Figure 1. Power grid (run 1).
Drawn at 4 px/um. Pins as bars on the die edge. Tap cells in grey.
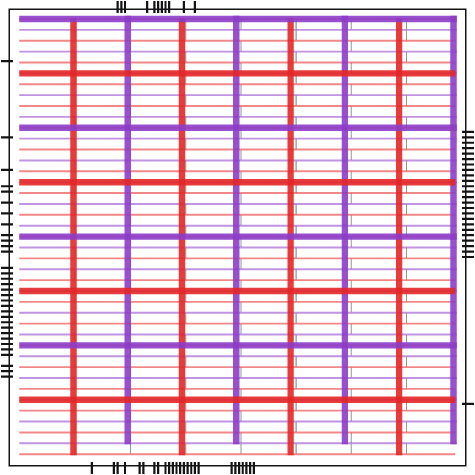
Figure 2. Placement by cell class (run 1).
Drawn at 4 px/um. Fill, decap, tap and diode cells in grey.
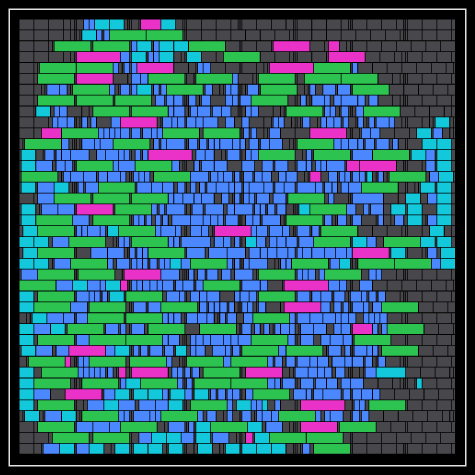
Figure 3. Clock wires, drivers and flops (run 1).
Drawn at 3 px/um.
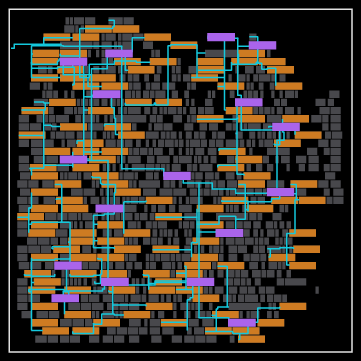
## src/rtl/capture_pkg.sv

```systemverilog
// capture_pkg: shared widths, FSM state encoding and the masked trigger
// compare used by the logic-analyzer capture controller.
package capture_pkg;

    localparam int CAP_ADDR_W = 11;
    localparam int CAP_DATA_W = 8;
    localparam int CAP_DEPTH  = 2 ** CAP_ADDR_W;

    typedef enum logic [2:0] {
        ST_IDLE  = 3'd0,
        ST_PRE   = 3'd1,
        ST_ARMED = 3'd2,
        ST_POST  = 3'd3,
        ST_DONE  = 3'd4
    } capture_state_t;

    // A sample matches when every bit selected by the mask equals the value.
    function automatic logic trig_match(
        input logic [CAP_DATA_W-1:0] sample,
        input logic [CAP_DATA_W-1:0] mask,
        input logic [CAP_DATA_W-1:0] value
    );
        return ((sample ^ value) & mask) == '0;
    endfunction

endpackage

```

## src/rtl/capture_trig.sv

```systemverilog
// capture_trig: level trigger comparator. With CAPTURE_EDGE_TRIG_EN defined it
// also remembers whether the previous accepted sample matched, so trig_edge
// can demand a transition from non-match into match.
module capture_trig
    import capture_pkg::*;
#(
    parameter int DATA_W = CAP_DATA_W
) (
`ifdef CAPTURE_EDGE_TRIG_EN
    input  logic              i_clk,
    input  logic              i_rst_n,
    input  logic              i_trig_edge,
    input  logic              i_accept,
    input  logic              i_clear,
`endif
    input  logic [DATA_W-1:0] i_sample,
    input  logic [DATA_W-1:0] i_mask,
    input  logic [DATA_W-1:0] i_value,
    output logic              o_hit
);

    logic w_level;

    assign w_level = trig_match(i_sample, i_mask, i_value);

`ifdef CAPTURE_EDGE_TRIG_EN
    // The mask and value are frozen for a whole capture, so keeping only the
    // previous sample's match result is equivalent to keeping the sample.
    logic r_prev_valid;
    logic r_prev_match;

    // Track the match state of the last accepted sample; arm forgets history.
    always_ff @(posedge i_clk or negedge i_rst_n) begin
        if (!i_rst_n) begin
            r_prev_valid <= 1'b0;
            r_prev_match <= 1'b0;
        end else if (i_clear) begin
            r_prev_valid <= 1'b0;
            r_prev_match <= 1'b0;
        end else if (i_accept) begin
            r_prev_valid <= 1'b1;
            r_prev_match <= w_level;
        end
    end

    assign o_hit = w_level & (~i_trig_edge | (r_prev_valid & ~r_prev_match));
`else
    assign o_hit = w_level;
`endif

endmodule

```

## src/rtl/capture_ctrl.sv

```systemverilog
// capture_ctrl: circular sample capture into a 2K x 8 BRAM with masked
// trigger, programmable pre-trigger depth and chronological readout.
// Optional edge trigger (trig_edge port) under CAPTURE_EDGE_TRIG_EN.
module capture_ctrl
    import capture_pkg::*;
#(
    parameter int ADDR_W = CAP_ADDR_W,
    parameter int DATA_W = CAP_DATA_W,
    parameter int DEPTH  = 2 ** ADDR_W
) (
    input  logic              CLK,
    input  logic              RST_n,
    input  logic              arm,
    input  logic              abort,
    input  logic [DATA_W-1:0] sample_in,
    input  logic              sample_valid,
    input  logic [DATA_W-1:0] trig_mask,
    input  logic [DATA_W-1:0] trig_value,
`ifdef CAPTURE_EDGE_TRIG_EN
    input  logic              trig_edge,
`endif
    input  logic [ADDR_W-1:0] pre_count,
    input  logic              rd_req,
    output logic [DATA_W-1:0] rd_data,
    output logic              rd_valid,
    output logic              rd_last,
    output logic              busy,
    output logic              done,
    output logic [ADDR_W-1:0] trig_addr,
    output logic              mem_en,
    output logic              mem_we,
    output logic [ADDR_W-1:0] mem_addr,
    output logic [DATA_W-1:0] mem_wdata,
    input  logic [DATA_W-1:0] mem_rdata
);

    localparam int                CNT_W  = ADDR_W + 1;
    localparam logic [ADDR_W-1:0] A_ONE  = ADDR_W'(1);
    localparam logic [ADDR_W-1:0] A_LAST = ADDR_W'(DEPTH - 1);
    localparam logic [CNT_W-1:0]  R_ONE  = CNT_W'(1);
    localparam logic [CNT_W-1:0]  R_FULL = CNT_W'(DEPTH);

    capture_state_t    r_state;
    logic [ADDR_W-1:0] r_wr_ptr;
    logic [ADDR_W-1:0] r_cnt;
    logic [ADDR_W-1:0] r_pre;
    logic [ADDR_W-1:0] r_post_rem;
    logic [ADDR_W-1:0] r_trig_addr;
    logic [ADDR_W-1:0] r_rd_ptr;
    logic [CNT_W-1:0]  r_rd_rem;
    logic [DATA_W-1:0] r_mask;
    logic [DATA_W-1:0] r_value;

    logic              r_mem_en;
    logic              r_mem_we;
    logic [ADDR_W-1:0] r_mem_addr;
    logic [DATA_W-1:0] r_mem_wdata;

    logic              r_rd_p1;
    logic              r_last_p1;
    logic              r_rd_valid;
    logic              r_rd_last;

    logic              w_capturing;
    logic              w_arm_ok;
    logic              w_accept;
    logic              w_rd_issue;
    logic              w_hit;
    logic [ADDR_W-1:0] w_cnt_nxt;

    // Abort outranks everything, so it gates arm, sample acceptance and reads.
    assign w_capturing = (r_state == ST_PRE) || (r_state == ST_ARMED) || (r_state == ST_POST);
    assign w_arm_ok    = arm && !abort && ((r_state == ST_IDLE) || (r_state == ST_DONE));
    assign w_accept    = sample_valid && !abort && w_capturing;
    assign w_rd_issue  = rd_req && !abort && !w_arm_ok && (r_state == ST_DONE) && (r_rd_rem != '0);
    assign w_cnt_nxt   = r_cnt + A_ONE;

    capture_trig #(
        .DATA_W      (DATA_W)
    ) u_trig (
`ifdef CAPTURE_EDGE_TRIG_EN
        .i_clk       (CLK),
        .i_rst_n     (RST_n),
        .i_trig_edge (trig_edge),
        .i_accept    (w_accept),
        .i_clear     (w_arm_ok),
`endif
        .i_sample    (sample_in),
        .i_mask      (r_mask),
        .i_value     (r_value),
        .o_hit       (w_hit)
    );

    // Capture FSM plus write/read pointers and the pre/post/read counters.
    always_ff @(posedge CLK or negedge RST_n) begin
        if (!RST_n) begin
            r_state     <= ST_IDLE;
            r_wr_ptr    <= '0;
            r_cnt       <= '0;
            r_pre       <= '0;
            r_post_rem  <= '0;
            r_trig_addr <= '0;
            r_rd_ptr    <= '0;
            r_rd_rem    <= '0;
            r_mask      <= '0;
            r_value     <= '0;
        end else if (abort) begin
            r_state <= ST_IDLE;
        end else if (w_arm_ok) begin
            r_pre    <= pre_count;
            r_mask   <= trig_mask;
            r_value  <= trig_value;
            r_wr_ptr <= '0;
            r_cnt    <= '0;
            r_state  <= (pre_count == '0) ? ST_ARMED : ST_PRE;
        end else begin
            if (w_accept) begin
                r_wr_ptr <= r_wr_ptr + A_ONE;
                case (r_state)
                    ST_PRE: begin
                        r_cnt <= w_cnt_nxt;
                        if (w_cnt_nxt == r_pre) begin
                            r_state <= ST_ARMED;
                        end
                    end
                    ST_ARMED: begin
                        if (w_hit) begin
                            r_trig_addr <= r_wr_ptr;
                            r_post_rem  <= A_LAST - r_pre;
                            if (r_pre == A_LAST) begin
                                r_state  <= ST_DONE;
                                r_rd_ptr <= r_wr_ptr - r_pre;
                                r_rd_rem <= R_FULL;
                            end else begin
                                r_state <= ST_POST;
                            end
                        end
                    end
                    ST_POST: begin
                        r_post_rem <= r_post_rem - A_ONE;
                        if (r_post_rem == A_ONE) begin
                            r_state  <= ST_DONE;
                            r_rd_ptr <= r_trig_addr - r_pre;
                            r_rd_rem <= R_FULL;
                        end
                    end
                    default: begin
                    end
                endcase
            end
            if (w_rd_issue) begin
                r_rd_ptr <= r_rd_ptr + A_ONE;
                r_rd_rem <= r_rd_rem - R_ONE;
            end
        end
    end

    // Registered BRAM port: a write per accepted sample, a read per granted request.
    always_ff @(posedge CLK or negedge RST_n) begin
        if (!RST_n) begin
            r_mem_en    <= 1'b0;
            r_mem_we    <= 1'b0;
            r_mem_addr  <= '0;
            r_mem_wdata <= '0;
        end else if (w_accept) begin
            r_mem_en    <= 1'b1;
            r_mem_we    <= 1'b1;
            r_mem_addr  <= r_wr_ptr;
            r_mem_wdata <= sample_in;
        end else if (w_rd_issue) begin
            r_mem_en   <= 1'b1;
            r_mem_we   <= 1'b0;
            r_mem_addr <= r_rd_ptr;
        end else begin
            r_mem_en <= 1'b0;
            r_mem_we <= 1'b0;
        end
    end

    // Two-stage read tag pipeline matching the BRAM's registered read data.
    always_ff @(posedge CLK or negedge RST_n) begin
        if (!RST_n) begin
            r_rd_p1    <= 1'b0;
            r_last_p1  <= 1'b0;
            r_rd_valid <= 1'b0;
            r_rd_last  <= 1'b0;
        end else if (abort) begin
            r_rd_p1    <= 1'b0;
            r_last_p1  <= 1'b0;
            r_rd_valid <= 1'b0;
            r_rd_last  <= 1'b0;
        end else begin
            r_rd_p1    <= w_rd_issue;
            r_last_p1  <= w_rd_issue && (r_rd_rem == R_ONE);
            r_rd_valid <= r_rd_p1;
            r_rd_last  <= r_last_p1;
        end
    end

    assign rd_data   = r_rd_valid ? mem_rdata : '0;
    assign rd_valid  = r_rd_valid;
    assign rd_last   = r_rd_last;
    assign busy      = w_capturing;
    assign done      = (r_state == ST_DONE);
    assign trig_addr = r_trig_addr;
    assign mem_en    = r_mem_en;
    assign mem_we    = r_mem_we;
    assign mem_addr  = r_mem_addr;
    assign mem_wdata = r_mem_wdata;

endmodule
```

## config.mk

```make
export PLATFORM = sky130hd
export DESIGN_NAME = capture_ctrl
export DESIGN_NICKNAME = d
export VERILOG_FILES = /design/src/rtl/capture_pkg.sv /design/src/rtl/capture_trig.sv /design/src/rtl/capture_ctrl.sv
export SDC_FILE = /design/constraint.sdc
export NUM_CORES = 1
export LEC_CHECK = 0
export ABC_CLOCK_PERIOD_IN_PS = 4220
export CORE_MARGIN = 2
export CORE_UTILIZATION = 55
export DETAILED_ROUTE_END_ITERATION = 10
export PLACE_DENSITY = 0.9
export RECOVER_POWER = 50
export SYNTH_ARGS = -nofsm -noshare
export SYNTH_HDL_FRONTEND = slang
export SYNTH_SLANG_ARGS = --single-unit
```

## constraint.sdc

```tcl
create_clock -name CLK -period 4.22 [get_ports CLK]
set_input_delay 0.844 -clock CLK [delete_from_list [all_inputs] [get_ports CLK]]
set_output_delay 0.844 -clock CLK [all_outputs]
set_load 0.05 [all_outputs]
```

==> flow_metrics.env, run 1 <==
# physical design summary
export IMPL_drc=0
export IMPL_synth_distinct_cells=62
export IMPL_io_pins=93
export IMPL_postRouteAntennaNets=0
export IMPL_rsz0062_at_grt="false"
export IMPL_status="finished, violations left"
export IMPL_top_cell="dfrtp_1"
export IMPL_hpwl_mm=11.7
export IMPL_power_density_mw_per_mm2=585
export IMPL_drv_slew=59
export IMPL_muxShareOfSynthArea_pct=5.38
export IMPL_yosysWarnings=0
export IMPL_routedWlPerCell_um=17.6
export IMPL_grt_max_degree=65
export IMPL_worstPathArrival_ns=3.98
export IMPL_cts_sinks=122
export IMPL_min_period_ns=3.63
export IMPL_yosys_stat_seqShare_pct=46.1
export IMPL_cts_made_buffers=17
export IMPL_num_vias=5857
export IMPL_p_leak_nw=3.74
export IMPL_fin_cells=971
export IMPL_drt_pass1_iter_count=6
export IMPL_violations="capacitance limit, slew limit"
export IMPL_comb_power_share_pct=31.4
export IMPL_root_buffer="clkbuf_16"
export IMPL_timing_fmax_mhz=276
export IMPL_synthCells=719
export IMPL_xor_share_pct=5.68
export IMPL_grt_usage_pct=27.8
export IMPL_max_cap_violations=1
export IMPL_postCtsSetupBuffers=0
export IMPL_ys_sh_aoi_pct=14.4
export IMPL_ys_area_mm2=0.00663
export IMPL_synthAdderAreaFrac_pct=3.51
export IMPL_edf_count=0
export IMPL_grt_pass1_vias=5668
export IMPL_topCombFamilyByArea="simple AND/OR/NAND/NOR gates"
export IMPL_p_int_w=0.00313
export IMPL_crit_path_max_fanout=31
export IMPL_slew_headroom_pct=-116
export IMPL_finalPower_w=0.00487
export IMPL_synth_stat_cells=719
export IMPL_yosys_area_top_type="dfrtp_1"
export IMPL_ctsResizeCount=0
export IMPL_cts_tree="yes"
export IMPL_fin_hold_ws_ns=0.469
export IMPL_nets=878
export IMPL_pwr_share_clk_pct=33.4
export IMPL_htree_levels=4
export IMPL_finalWorstSetupSlack_ns=0.591
export IMPL_port_buffers=92
export IMPL_simple_gate_area_share_pct=21.6
export IMPL_switchingPower_w=0.00174
export IMPL_holdCritStartpoint="r_rd_p1"
export IMPL_viasPerCell=6.03
export IMPL_totalWireLength_mm=17.1
export IMPL_fin_worst_skew_ns=0.0122
export IMPL_end_kind="register"
export IMPL_grt_antenna_before_repair=0
export IMPL_layout_drive_gt1_share_pct=8.98
export IMPL_hold_class="register to register"
export IMPL_tightest_slew_ns=3.24
export IMPL_finalHoldViolations=0
export IMPL_clk_pin_slew_ns=0.06
export IMPL_synthesis_nets=786
export IMPL_grt_pass1_wl_mm=28.2
export IMPL_r2r_slack_ns=0.59
export IMPL_fin_crit_sh_pct=86.0
export IMPL_place_area_mm2=0.00768
export IMPL_clk_path_buf_depth=2
export IMPL_place_ws_ns=0.691
export IMPL_globalplace_congestion=0.950
export IMPL_common_cells="122 x dfrtp_1, 107 x nand2_1, 77 x nor2_1"
export IMPL_startpoint="r_rd_rem[3]"
export IMPL_dp_cells=939
export IMPL_cp_required_ns=4.57
export IMPL_timing_worst_setup_path_type="register to register"
export IMPL_ys_flop_type="dfrtp_1"
export IMPL_grt_ovfl_total=0
export IMPL_dr_first_iter_drc_count=534
export IMPL_area_growth_syn_to_layout_pct=25.7
export IMPL_syn_avg_cell_area_um2=9.22
export IMPL_die_area_mm2=0.0129
export IMPL_top_area_share_pct=46.1
export IMPL_warning_count=28
export IMPL_fp_util_pct=55.9
export IMPL_setup_viol=0
export IMPL_cts_hold_repair_buffers=0
export IMPL_layout_top_cell="dfrtp_1"
export IMPL_top_cells_by_area="dfrtp_1 46%, nand2_1 6.1%, mux2_2 4.9%"
export IMPL_switching_share_pct=35.7
export IMPL_seqPwrFrac_pct=35.2
export IMPL_ys_async_sr_fraction_pct=100
export IMPL_synth_area_mm2=0.00663
export IMPL_n_antenna_cell=0
export IMPL_critPathLaunchType="register"
export IMPL_timing_rr_start="r_rd_rem[3]"
export IMPL_final_cell_mix="122 x dfrtp_1, 107 x nand2_1, 78 x clkdlybuf4s50_1"
export IMPL_numSynthFlops=122
export IMPL_setup_tns_ns=0
Notes on Figure 1 above:
net	colour
VSS	red
VDD	purple
met5 straps	8
rows	40
width of the die: 114 um
die height: 114 um
Peak supply drop: 0.401 mV
Core Area: 0.0119 mm2

Notes on Figure 2 above:
class	colour	cells	share of their area
remaining logic cells	blue	569	42%
remaining buffers and delay cells	cyan	101	12%
clock drivers and dummy loads	magenta	32	8.1%
sequential cells	green	122	37%
Final Util: 70.2%
number of core rows: 40
Seq area share: 36.7%
Post-Layout Inst Area: 0.00833 mm2

Notes on Figure 3 above:
[clock-net drivers] purple | count: 17
[clock wires] cyan | length: 1630 um
[flip-flops] orange | count: 122
routed clock nets	18
flops lie	all over the die
clk ins delay skew pair: 0.43 ns
Clk. pwr: 0.00162 W

run 1: cell type report:
type	instances	area, um2
Multi-Input combinational cell	544	3350
Timing Repair Buffer	101	987
Fill cell	842	3530
Tap cell	147	184
Clock buffer	21	470
Inverter	25	93.8
Sequential cell	122	3050
Clock inverter	11	189
run 1: sequential cells by signal, indices dropped and copies added (netlist names), 11 cells and up:
name	count
mem_addr	11
trig_addr	11
r_rd_ptr	11
r_pre	11
r_cnt	11
r_post_rem	11
r_rd_rem	12
r_wr_ptr	11
run 1: power by group through the flow:
stage | Combinational, W | Clock [W] | Sequential, W
final | 0.00153 | 0.00162 | 0.00172
after CTS | 0.00154 | 0.00164 | 0.00171
after global placement | 0.00148 | 0 | 0.00171
after detailed placement | 0.00152 | 0 | 0.00172
after floorplan | 0.000758 | 0 | 0.00195
after global routing | 0.00166 | 0.00170 | 0.00174
run 1: per-layer routing:
metal / part of all wire (%) / vias to the layer above / global-route usage (%)
met1: 42 / 2803 / 36.6
li1: - / 2731 / -
met4: 2.9 / 0 / 14.1
met5: 0 / - / 0
met3: 8.5 / 40 / 6.80
met2: 47 / 283 / 43.1
run 1: logic make-up after synthesis:
kind of cell,Yosys count
simple gates,303
compound gates,148
xor+xnor,43
buf+inv,53
fa+ha+maj,18
mux,32
flops,122
run 1: critical path, cell delays in order (launching register included):
cell and delay [ns]:
dfrtp_1 0.41, or4_4 0.58, or4b_4 0.54, o31ai_4 0.24, clkbuf_1 0.97, o31ai_1 0.40
and3_1 0.29, o21ai_1 0.12
run 1: path summary, 6_finish.rpt:
path                                 to  cells after the start
max                         r_rd_ptr[9]                      7
min                            rd_valid                      1
max reg2reg                 r_rd_ptr[9]                      7
min reg2reg                    rd_valid                      1
max in group asynchronous  mem_addr[10]                      1
min in group asynchronous      r_cnt[5]                      1
==> inputs of run 2 (changes only) <==
Settings changed: ABC_CLOCK_PERIOD_IN_PS 4220 to 3600, SLEW_MARGIN set to 20.
Clock period 4.22 ns to 3.6 ns, I/O delays scaled along.
==> run 2 against run 1 <==
The run still ends with capacitance limit, slew limit left; sequential share of layout area up 0.055 points; first-iteration DRC count down 5.6%; clock power up about 10%; global-route usage up 0.69 points; cell count up 0.41%; clock skew down 0.00093 ns; routed wire length up 2.6%; power up 16%; worst setup slack worse by 0.26 ns; final area down 0.15%; area after synthesis unchanged; synthesized cell count unchanged; critical endpoint is now r_rd_ptr[10]; largest power group unchanged.
==> flow_metrics.env, run 2 <==
# physical design summary
export IMPL_rows=40
export IMPL_postCtsSetupBuffers=0
export IMPL_rsz0062_at_grt="false"
export IMPL_clk_pin_slew_ns=0.06
export IMPL_drt_pass1_iter_count=6
export IMPL_place_ws_ns=0.310
export IMPL_timing_rr_start="r_state[2]"
export IMPL_slowest_stage="dfrtp_1"
export IMPL_routed_wl_met3_mm=1.16
export IMPL_root_buffer="clkbuf_16"
export IMPL_fin_hold_ws_ns=0.477
export IMPL_cp_depth=13
export IMPL_clk_path_buf_depth=2
export IMPL_final_core_util_pct=70.1
export IMPL_min_period_ns=3.27
export IMPL_die_area_mm2=0.0129
export IMPL_ys_flop_type="dfrtp_1"
export IMPL_dr_first_iter_drc_count=504
export IMPL_power_density_mw_per_mm2=677
export IMPL_simple_gate_area_share_pct=21.6
export IMPL_worstPathArrival_ns=3.60
export IMPL_largest_reg_flops=12
export IMPL_dp_cells=944
export IMPL_crit_top_cell="nand2b_1"
export IMPL_r2r_slack_ns=0.33
export IMPL_crit_buf_inv=1
export IMPL_yosysWarnings=0
export IMPL_yosys_area_top_type="dfrtp_1"
export IMPL_synth_distinct_cells=62
export IMPL_busiest_layer="met2"
export IMPL_setup_viol=0
export IMPL_violations="capacitance limit, slew limit"
export IMPL_globalRouteMet2Util_pct=45.1
export IMPL_place_area_mm2=0.00772
export IMPL_fin_cells=975
export IMPL_hpwl_mm=12.0
export IMPL_finalPower_w=0.00563
export IMPL_grt_ovfl_total=0
export IMPL_postLayoutCellArea_mm2=0.00832
export IMPL_status="finished, violations left"
export IMPL_clock_latency_ns=0.42
export IMPL_syn_avg_cell_area_um2=9.22
export IMPL_layout_drive_gt1_share_pct=9.66
export IMPL_reg2regPathDepth=13
export IMPL_seqPwrFrac_pct=35.9
export IMPL_numSynthFlops=122
export IMPL_io_pins=93
export IMPL_max_cap_violations=1
export IMPL_timing_worst_setup_path_type="register to register"
export IMPL_critPathLaunchType="register"
export IMPL_cts_made_buffers=17
export IMPL_final_cell_mix="122 x dfrtp_1, 107 x nand2_1, 85 x clkdlybuf4s50_1"
export IMPL_cts_sinks=122
export IMPL_drc=0
export IMPL_finalHoldViolations=0
export IMPL_port_buffers=92
export IMPL_top_cells_by_area="dfrtp_1 46%, nand2_1 6.1%, mux2_2 4.9%"
export IMPL_crit_end="r_rd_ptr[10]"
export IMPL_cp_required_ns=3.93
export IMPL_die_w_um=114
export IMPL_n_antenna_cell=0
export IMPL_xor_share_pct=5.68
export IMPL_area_growth_syn_to_layout_pct=25.5
export IMPL_warning_count=30
export IMPL_fin_worst_skew_ns=0.0112
export IMPL_comb_power_share_pct=32.3
export IMPL_r2r_end="r_rd_ptr[10]"
export IMPL_ir_drop_mv=0.615
export IMPL_cp_cell_sequence="nand2b_1 -> nor2_1 -> mux2i_1 -> ha_1 -> inv_1 -> fa_1 -> a21o_1 -> a22oi_1 -> a2111oi_1 -> o21ai_0 -> nand2b_1 -> xnor2_1 -> a211oi_1"
export IMPL_drv_slew=123
export IMPL_fin_crit_sh_pct=90.8
export IMPL_switchingPower_w=0.00205
export IMPL_viasPerCell=6.05
export IMPL_cpPeakStageDelay_ns=0.44
export IMPL_ys_sh_aoi_pct=14.4
export IMPL_timing_fmax_mhz=306
export IMPL_grt_antenna_before_repair=0
export IMPL_cts_tree="yes"
export IMPL_wl_met1_mm=7.47
run 2: netlist changes by cell type in the layout (fill, tap and decap cells not counted), moves of 2 or more:
cell / before / now
buf_4: 6 / 11
clkdlybuf4s50_1: 78 / 85
clkinv_4: 0 / 3
clkbuf_8: 3 / 1
dlygate4sd3_1: 13 / 6
run 2: power by group through the flow:
stage | Combinational, W | Sequential [W] | Clock, W
after floorplan | 0.000889 | 0.00228 | 0
after global placement | 0.00175 | 0.00200 | 0
after detailed placement | 0.00180 | 0.00202 | 0
after CTS | 0.00182 | 0.00201 | 0.00180
after global routing | 0.00196 | 0.00206 | 0.00186
final | 0.00182 | 0.00202 | 0.00179
run 2: cell type report:
type	instances	area (um2)	area share [%]
timing repair buffer	106	1010	12.2
tap	147	184	2.21
clock buffer	20	447	5.37
sequential	122	3050	36.7
clock inverter	11	171	2.06
inverter	25	93.8	1.13
multi-input combinational	544	3350	40.3
run 2: cells by family (layout without fill, tap and decap cells):
kind of cell             count (synthesis)  count (layout)
XOR/XNOR                                43              43
AND-OR/OR-AND                          148             148
AND/OR/NAND/NOR                        303             303
flip-flops                             122             122
multiplexers                            32              32
buffers and inverters                   53             162
adder cells (fa/ha/maj)                 18              18
run 2: how the worst min path moves through the flow:
stage / from / end / slack (ns) / depth (start not counted)
after global routing: r_last_p1 / rd_last / 0.51 / 1
after floorplan: RST_n / mem_addr[0] / 0.42 / 0
final: r_last_p1 / rd_last / 0.48 / 1
after CTS: RST_n / r_cnt[2] / 0.43 / 2
after global placement: r_rd_p1 / rd_valid / 0.45 / 1
after detailed placement: mem_wdata[2] / mem_wdata[2] / 0.47 / 2
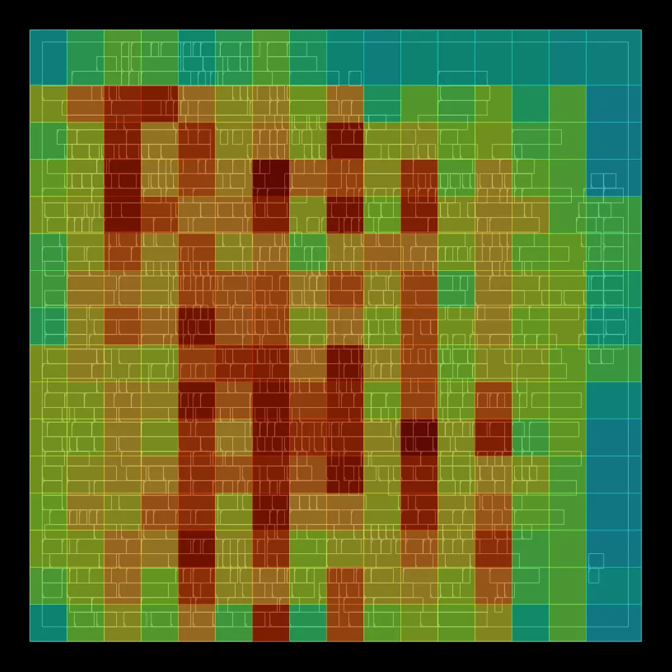
Figure 4: run 2, routing congestion.
met1 Usage GRT: 37.3%
GRT met3 Usage: 6.38%

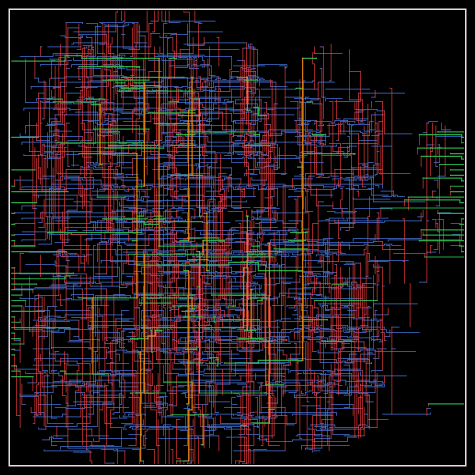
Figure 5: run 2, routed metal, one colour a layer.
Drawn at 4 px/um.
layer	colour	wire length
M2	red	8250 um
M3	green	1160 um
M4	orange	626 um
M1	blue	7470 um
GR Util All Layers: 28.5%
vias post-DR: 5903

Power figures rest on the tool's default switching activity, not on a simulated workload.
